<file path="config.mk">
export PLATFORM = sky130hd
export DESIGN_NAME = arith_unit_arbiter
export DESIGN_NICKNAME = d
export VERILOG_FILES = /design/src/rtl/arith_unit_arbiter.sv
export SDC_FILE = /design/constraint.sdc
export NUM_CORES = 1
export LEC_CHECK = 0
export CAP_MARGIN = 5
export CORE_MARGIN = 2
export CORE_UTILIZATION = 42
export CTS_CLUSTER_DIAMETER = 100
export CTS_CLUSTER_SIZE = 8
export DETAILED_ROUTE_END_ITERATION = 12
export GPL_TIMING_DRIVEN = 1
export PLACE_DENSITY_LB_ADDON = 0.3
export SLEW_MARGIN = 15
export SYNTH_ARGS = -nofsm -noshare
export SYNTH_HDL_FRONTEND = slang
export SYNTH_SLANG_ARGS = --single-unit
</file>
<file path="constraint.sdc">
create_clock -name clk -period 2.8 [get_ports clk]
set_clock_uncertainty 0.1 [all_clocks]
set_input_delay 0.42 -clock clk [delete_from_list [all_inputs] [get_ports clk]]
set_output_delay 0.42 -clock clk [all_outputs]
set_load 0.02 [all_outputs]
</file>
<file path="src/rtl/arith_unit_arbiter.sv">
`default_nettype none
// ============================================================================
//  Module      : arith_unit_arbiter
//  Description : Two-requester round-robin front end for a shared, registered
//                arithmetic unit. Grants one operation at a time, issues it
//                for a single cycle, captures the result and holds it until
//                the consumer accepts it.
//  Options     : DIV_ZERO_GUARD_EN - when defined, divide-by-zero requests
//                are answered locally (all-ones result, RSP_ERR=1) without
//                ever enabling the arithmetic unit.
//  Revision    : 1.0 - initial release
// ============================================================================
module arith_unit_arbiter #(
  parameter int DATA_W = 16
) (
  input  logic              clk,
  input  logic              RST,

  input  logic              REQ0_VALID,
  input  logic [DATA_W-1:0] REQ0_A,
  input  logic [DATA_W-1:0] REQ0_B,
  input  logic [1:0]        REQ0_FUN,
  output logic              REQ0_ACK,

  input  logic              REQ1_VALID,
  input  logic [DATA_W-1:0] REQ1_A,
  input  logic [DATA_W-1:0] REQ1_B,
  input  logic [1:0]        REQ1_FUN,
  output logic              REQ1_ACK,

  output logic              RSP_VALID,
  input  logic              RSP_READY,
  output logic              RSP_ID,
  output logic [DATA_W-1:0] RSP_DATA,
  output logic              RSP_CARRY,
  output logic              RSP_ERR,

  output logic              AU_EN,
  output logic [DATA_W-1:0] AU_A,
  output logic [DATA_W-1:0] AU_B,
  output logic [3:0]        AU_FUN,
  input  logic [DATA_W-1:0] AU_OUT,
  input  logic              AU_CARRY,

  output logic              BUSY
);

  localparam logic [1:0] ST_IDLE    = 2'd0;
  localparam logic [1:0] ST_ISSUE   = 2'd1;
  localparam logic [1:0] ST_CAPTURE = 2'd2;
  localparam logic [1:0] ST_RESP    = 2'd3;

  logic [1:0]        state_q, state_d;
  logic [DATA_W-1:0] a_q, a_d;
  logic [DATA_W-1:0] b_q, b_d;
  logic [1:0]        fun_q, fun_d;
  logic              id_q, id_d;
  // Identity of the requester granted most recently (1 = requester 1).
  logic              last_q, last_d;
  logic [DATA_W-1:0] rsp_data_q, rsp_data_d;
  logic              rsp_carry_q, rsp_carry_d;
`ifdef DIV_ZERO_GUARD_EN
  logic              rsp_err_q, rsp_err_d;
  logic              w_div0;
`endif

  logic              w_grant0;
  logic              w_grant1;
  logic              w_any;
  logic [DATA_W-1:0] w_sel_a;
  logic [DATA_W-1:0] w_sel_b;
  logic [1:0]        w_sel_fun;

  // Round-robin pick: on a tie the requester not served last wins.
  always_comb begin
    w_grant1  = REQ1_VALID && (!REQ0_VALID || !last_q);
    w_grant0  = REQ0_VALID && !w_grant1;
    w_any     = w_grant0 || w_grant1;
    w_sel_a   = w_grant1 ? REQ1_A   : REQ0_A;
    w_sel_b   = w_grant1 ? REQ1_B   : REQ0_B;
    w_sel_fun = w_grant1 ? REQ1_FUN : REQ0_FUN;
`ifdef DIV_ZERO_GUARD_EN
    w_div0    = (w_sel_fun == 2'b11) && (w_sel_b == '0);
`endif
  end

  // State and datapath registers; reset discards any in-flight operation.
  always_ff @(posedge clk or negedge RST) begin
    if (!RST) begin
      state_q     <= ST_IDLE;
      a_q         <= '0;
      b_q         <= '0;
      fun_q       <= 2'b00;
      id_q        <= 1'b0;
      last_q      <= 1'b1;
      rsp_data_q  <= '0;
      rsp_carry_q <= 1'b0;
`ifdef DIV_ZERO_GUARD_EN
      rsp_err_q   <= 1'b0;
`endif
    end else begin
      state_q     <= state_d;
      a_q         <= a_d;
      b_q         <= b_d;
      fun_q       <= fun_d;
      id_q        <= id_d;
      last_q      <= last_d;
      rsp_data_q  <= rsp_data_d;
      rsp_carry_q <= rsp_carry_d;
`ifdef DIV_ZERO_GUARD_EN
      rsp_err_q   <= rsp_err_d;
`endif
    end
  end

  // Next-state sequencing: IDLE -> ISSUE -> CAPTURE -> RESP -> IDLE.
  always_comb begin
    state_d = state_q;
    case (state_q)
      ST_IDLE: begin
        if (w_any) begin
`ifdef DIV_ZERO_GUARD_EN
          state_d = w_div0 ? ST_RESP : ST_ISSUE;
`else
          state_d = ST_ISSUE;
`endif
        end
      end
      ST_ISSUE:   state_d = ST_CAPTURE;
      ST_CAPTURE: state_d = ST_RESP;
      ST_RESP: begin
        if (RSP_READY) state_d = ST_IDLE;
      end
      default:    state_d = ST_IDLE;
    endcase
  end

  // Latch the granted request and capture the unit's registered result.
  always_comb begin
    a_d         = a_q;
    b_d         = b_q;
    fun_d       = fun_q;
    id_d        = id_q;
    last_d      = last_q;
    rsp_data_d  = rsp_data_q;
    rsp_carry_d = rsp_carry_q;
`ifdef DIV_ZERO_GUARD_EN
    rsp_err_d   = rsp_err_q;
`endif
    if ((state_q == ST_IDLE) && w_any) begin
      a_d    = w_sel_a;
      b_d    = w_sel_b;
      fun_d  = w_sel_fun;
      id_d   = w_grant1;
      last_d = w_grant1;
`ifdef DIV_ZERO_GUARD_EN
      // A guarded divide-by-zero answers directly from here.
      rsp_err_d = w_div0;
      if (w_div0) begin
        rsp_data_d  = '1;
        rsp_carry_d = 1'b0;
      end
`endif
    end
    if (state_q == ST_CAPTURE) begin
      rsp_data_d  = AU_OUT;
      rsp_carry_d = AU_CARRY;
    end
  end

  // Outputs; operands to the unit are forced to zero outside ISSUE.
  always_comb begin
    REQ0_ACK  = 1'b0;
    REQ1_ACK  = 1'b0;
    AU_EN     = 1'b0;
    AU_A      = '0;
    AU_B      = '0;
    AU_FUN    = 4'b0000;
    RSP_VALID = 1'b0;
    BUSY      = (state_q != ST_IDLE);
    RSP_ID    = id_q;
    RSP_DATA  = rsp_data_q;
    RSP_CARRY = rsp_carry_q;
`ifdef DIV_ZERO_GUARD_EN
    RSP_ERR   = rsp_err_q;
`else
    RSP_ERR   = 1'b0;
`endif
    case (state_q)
      ST_IDLE: begin
        // Gate with reset so no grant pulse appears while reset is held.
        REQ0_ACK = RST && w_grant0;
        REQ1_ACK = RST && w_grant1;
      end
      ST_ISSUE: begin
        AU_EN  = 1'b1;
        AU_A   = a_q;
        AU_B   = b_q;
        AU_FUN = {2'b00, fun_q};
      end
      ST_RESP: RSP_VALID = 1'b1;
      default: ;
    endcase
  end

endmodule
`default_nettype wire
</file>
Fig. 1: met1 routing
Bar = 20 µm.
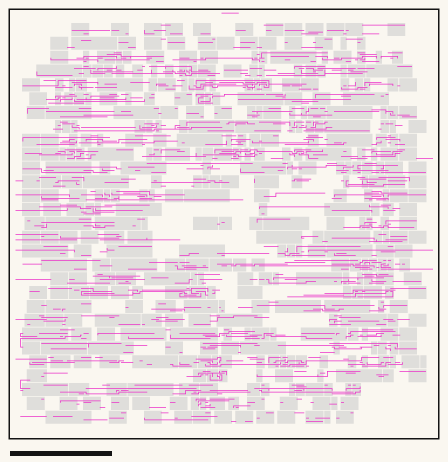
share of all routed wire = 41%
nets with wire on the layer = 431

Fig. 2: met2 routing
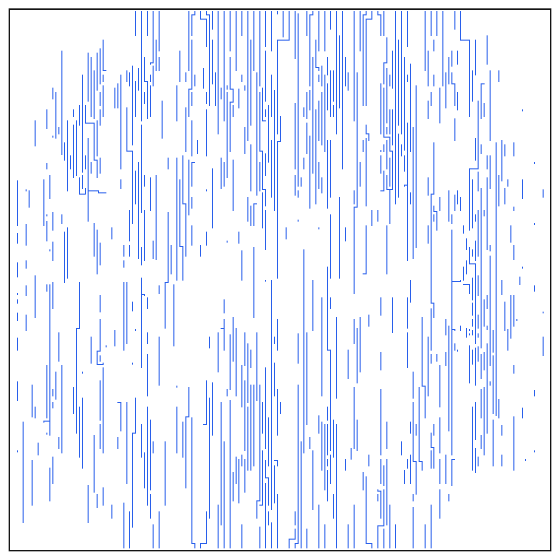
share of all routed wire = 50%
longest straight run = 42.5 µm
main direction = vertical
nets with wire on the layer = 446

Fig. 3: metal 3
Bar = 20 µm.
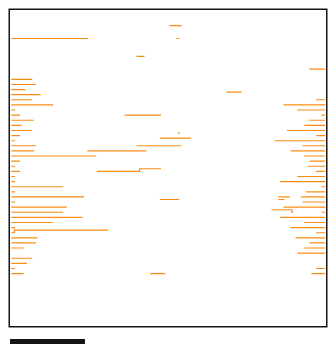
nets with wire on the layer = 81
longest straight run = 24.8 µm

==> flow_metrics.rpt <==
RUN METRICS
----------------------------------------------------
[Status]
  Status ........................ completed

[Worst setup path]
  Type of element capturing the critical path ........................ primary output
  Critical path launch point type ........................ input port
  Capture instance of the worst register-to-register path ........................ RSP_DATA[14]
  Arrival time worst endpoint ........................ 2.05 ns
  Type of the worst setup path ........................ input port to primary output
  Maximum fanout encountered on the critical timing path ........................ 6
  Worst reg2reg path depth ........................ 3
  Required time of the critical path ........................ approximately 2.3 ns
  Reg2Reg Setup Slack ........................ 0.97 ns

[Synth]
  Top cells by instance count after synthesis ........................ sky130_fd_sc_hd__a21oi_1 (70), sky130_fd_sc_hd__dfrtp_1 (54), sky130_fd_sc_hd__nor2_1 (36)
  Dominant Register Cell ........................ sky130_fd_sc_hd__dfrtp_1
  Area of the mapped netlist ........................ 2690 µm²
  Top cells by area ........................ sky130_fd_sc_hd__dfrtp_1 (50%), sky130_fd_sc_hd__a21oi_1 (13%), sky130_fd_sc_hd__and2_1 (7.9%)
  Count of flip-flops with a built-in enable after synthesis ........................ 0
  Cell type with the highest aggregate area in the netlist ........................ sky130_fd_sc_hd__dfrtp_1
  Area of the synthesized netlist per yosys stat ........................ around 2700 µm²
  Number of cells produced by synthesis ........................ 290
  Tally of yosys warning messages ........................ 0
  Most used standard cell by instance count after synthesis ........................ sky130_fd_sc_hd__a21oi_1
  Synthesized area per cell ........................ around 9.3 µm²
  Fraction of registers with async set or reset after synthesis ........................ 100%

[Pwr]
  Power dissipated in the clock network ........................ 447 µW
  Power of the sequential group ........................ roughly 1400 µW
  Static leakage ........................ 0.00181 µW
  Share of power burned in registers ........................ between 30% and 40%
  Switching share of power ........................ between 40% and 50%
  Design internal power ........................ 2670 µW
  Max VDD drop ........................ around 670 µV
  Combinational share of power ........................ between 50% and 60%
  Net Sw Power ........................ roughly 1800 µW

[Detailed routing]
  Wire per inst ........................ 14.9 µm
  Violation count after the first detailed-routing iteration ........................ 107
  Drt via density ........................ 5.01
  Antenna viol nets, final ........................ 0
  Final Routed Wirelength ........................ 7580 µm
  DRC viols ........................ 0
  Number of iterations in the first detailed-routing pass ........................ 4

[Clocking]
  Clock tree root driver cell ........................ sky130_fd_sc_hd__clkbuf_8
  Post-CTS sizing ........................ 0
  Buffer depth of the longest clock path ........................ 2
  Post-CTS clock slew at the launch and capture registers of the worst setup and hold paths ........................ 0.10 ns
  Number of setup buffers added after CTS ........................ 0
  Hold buffers post-CTS ........................ 1
  Clock sink total ........................ 55
  CTS tree ........................ built

[Die]
  I/O pin count ........................ about 150
  Core Util at FP ........................ 42.9%
  Floorplan die width ........................ around 84 µm
  Placeable Area ........................ roughly 6300 µm²
  Chip Footprint ........................ 7070 µm²

[Final timing]
  Worst slew slack as a fraction of its limit ........................ a little under half
  Part of the cycle the worst path needs ........................ 91.8%
  Worst hold slack after final layout ........................ 0.393 ns
  Number of max-slew violations in the final report ........................ 0
  Setup slack after layout ........................ 0.231 ns
  Setup total negative slack ........................ 0 ns
  Number of hold violations in the final report ........................ 0
  Min Tclk post-route ........................ 2.57 ns
  Number of setup violations in the final report ........................ 0
  Setup repair after global routing missed its margin ........................ no

[Final layout]
  Finished Cell Area ........................ 4290 µm²
  Filler cell count in the final layout ........................ 489
  Synth-to-layout area growth ........................ 59.3%
  Comb area ........................ between 1000 and 1500 µm²
  Number of nets in the finished design ........................ 525
  Inserted Diodes ........................ 0
  Top Layout Cells ........................ sky130_fd_sc_hd__clkdlybuf4s50_1 (145), sky130_fd_sc_hd__a21oi_1 (70), sky130_fd_sc_hd__dfrtp_1 (54), sky130_fd_sc_hd__nor2_1 (36), sky130_fd_sc_hd__nand2_1 (35)
  Most numerous logic cell after layout ........................ sky130_fd_sc_hd__clkdlybuf4s50_1
  Layout cells sized above 1 ........................ 9.26%

[Global routing]
  Largest net degree at the start of global routing ........................ ~50
  Global-route wire length before repair ........................ 12300 µm
  GR Util All Layers ........................ about a fifth
  Global route total overflow ........................ 0

[Placed design]
  Detailed placement HPWL ........................ between 5000 and 6000 µm
  Number of placed cells counting well taps ........................ 500
  Dpl cell area ........................ 4190 µm²
  Final Wtd Congestion ........................ 0.774
  Minimum setup slack after placement ........................ 0.257 ns

[Hold path]
  Launch point of the worst hold path ........................ RSP_ID
  Min-Delay Path Depth ........................ 2

[Job]
  Max Cap Viol ........................ 0

----------------------------------------------------
Fig. 4: clock wiring as the flow saved it
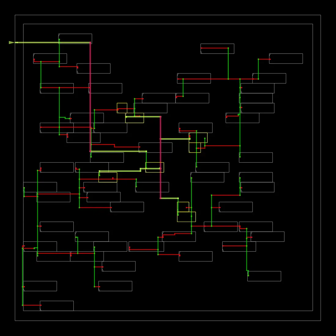
Late-Pin Clk Latency: 0.31 ns
CTS Buf Count: 5

Fig. 5: drive-strength map
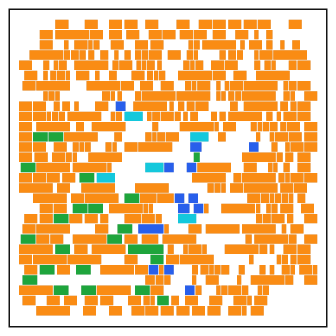
blue -> drive 3 to 4  # cells 13, share 3.0%, most used buf_4
cyan -> drive 6 and up  # cells 5, share 1.2%, most used clkbuf_8
green -> drive 2  # cells 22, share 5.1%, most used mux2_2
orange -> drive 1 or less  # cells 392, share 91%, most used clkdlybuf4s50_1

==> sequential cells by signal (all words and copies together) (netlist names) <==
name	cells
RSP_CARRY	1
RSP_DATA	16
RSP_ID	1
a_q	16
b_q	16
fun_q	2
last_q	1
state_q	2
==> layout make-up <==
type	instances	area share, %
well taps	77	2.25
flip-flops and latches	55	32.1
multi-input cells	210	27.4
inverters	3	0.262
repair buffers	156	35.8
clock buffers	5	1.60
clock inverters	3	0.583
==> per-layer routing <==
metal | vias to the layer above | part of all wire [%] | GRT usage (%)
li1 | 1225 | - | -
met1 | 1222 | 41 | 25.9
met2 | 95 | 50 | 37.3
met3 | 10 | 7.2 | 5.93
met4 | 0 | 1.4 | 5.28
met5 | - | 0 | 0
==> worst max-delay path, stage by stage <==
cell	delay, ns
sky130_fd_sc_hd__clkdlybuf4s50_1	0.60
sky130_fd_sc_hd__a21boi_4	0.27
sky130_fd_sc_hd__and3_1	0.17
sky130_fd_sc_hd__clkdlybuf4s50_1	0.59
==> cells by family after synthesis <==
group	after synthesis	share of synthesized area, %
AOI/OAI and AO/OA	77	15.5
DFF	55	51.2
and+or+nand+nor	108	18.4
adders and majority gates	4	1.86
muxes	18	7.53
buffers and inverters	27	5.39
other	1	0.139
==> how the worst max path moves through the flow <==
stage | startpoint | end | slack, ns | cells after the start
after floorplan | state_q[1] | AU_A[0] | 1.00 | 4
after global placement | REQ1_VALID | REQ1_ACK | 0.32 | 4
after detailed placement | REQ1_VALID | REQ1_ACK | 0.26 | 4
after CTS | RST | REQ0_ACK | 0.25 | 5
after global routing | state_q[1] | AU_B[4] | 0.17 | 5
final | REQ1_VALID | REQ1_ACK | 0.23 | 4
Power is estimated from default activity; no workload was simulated.
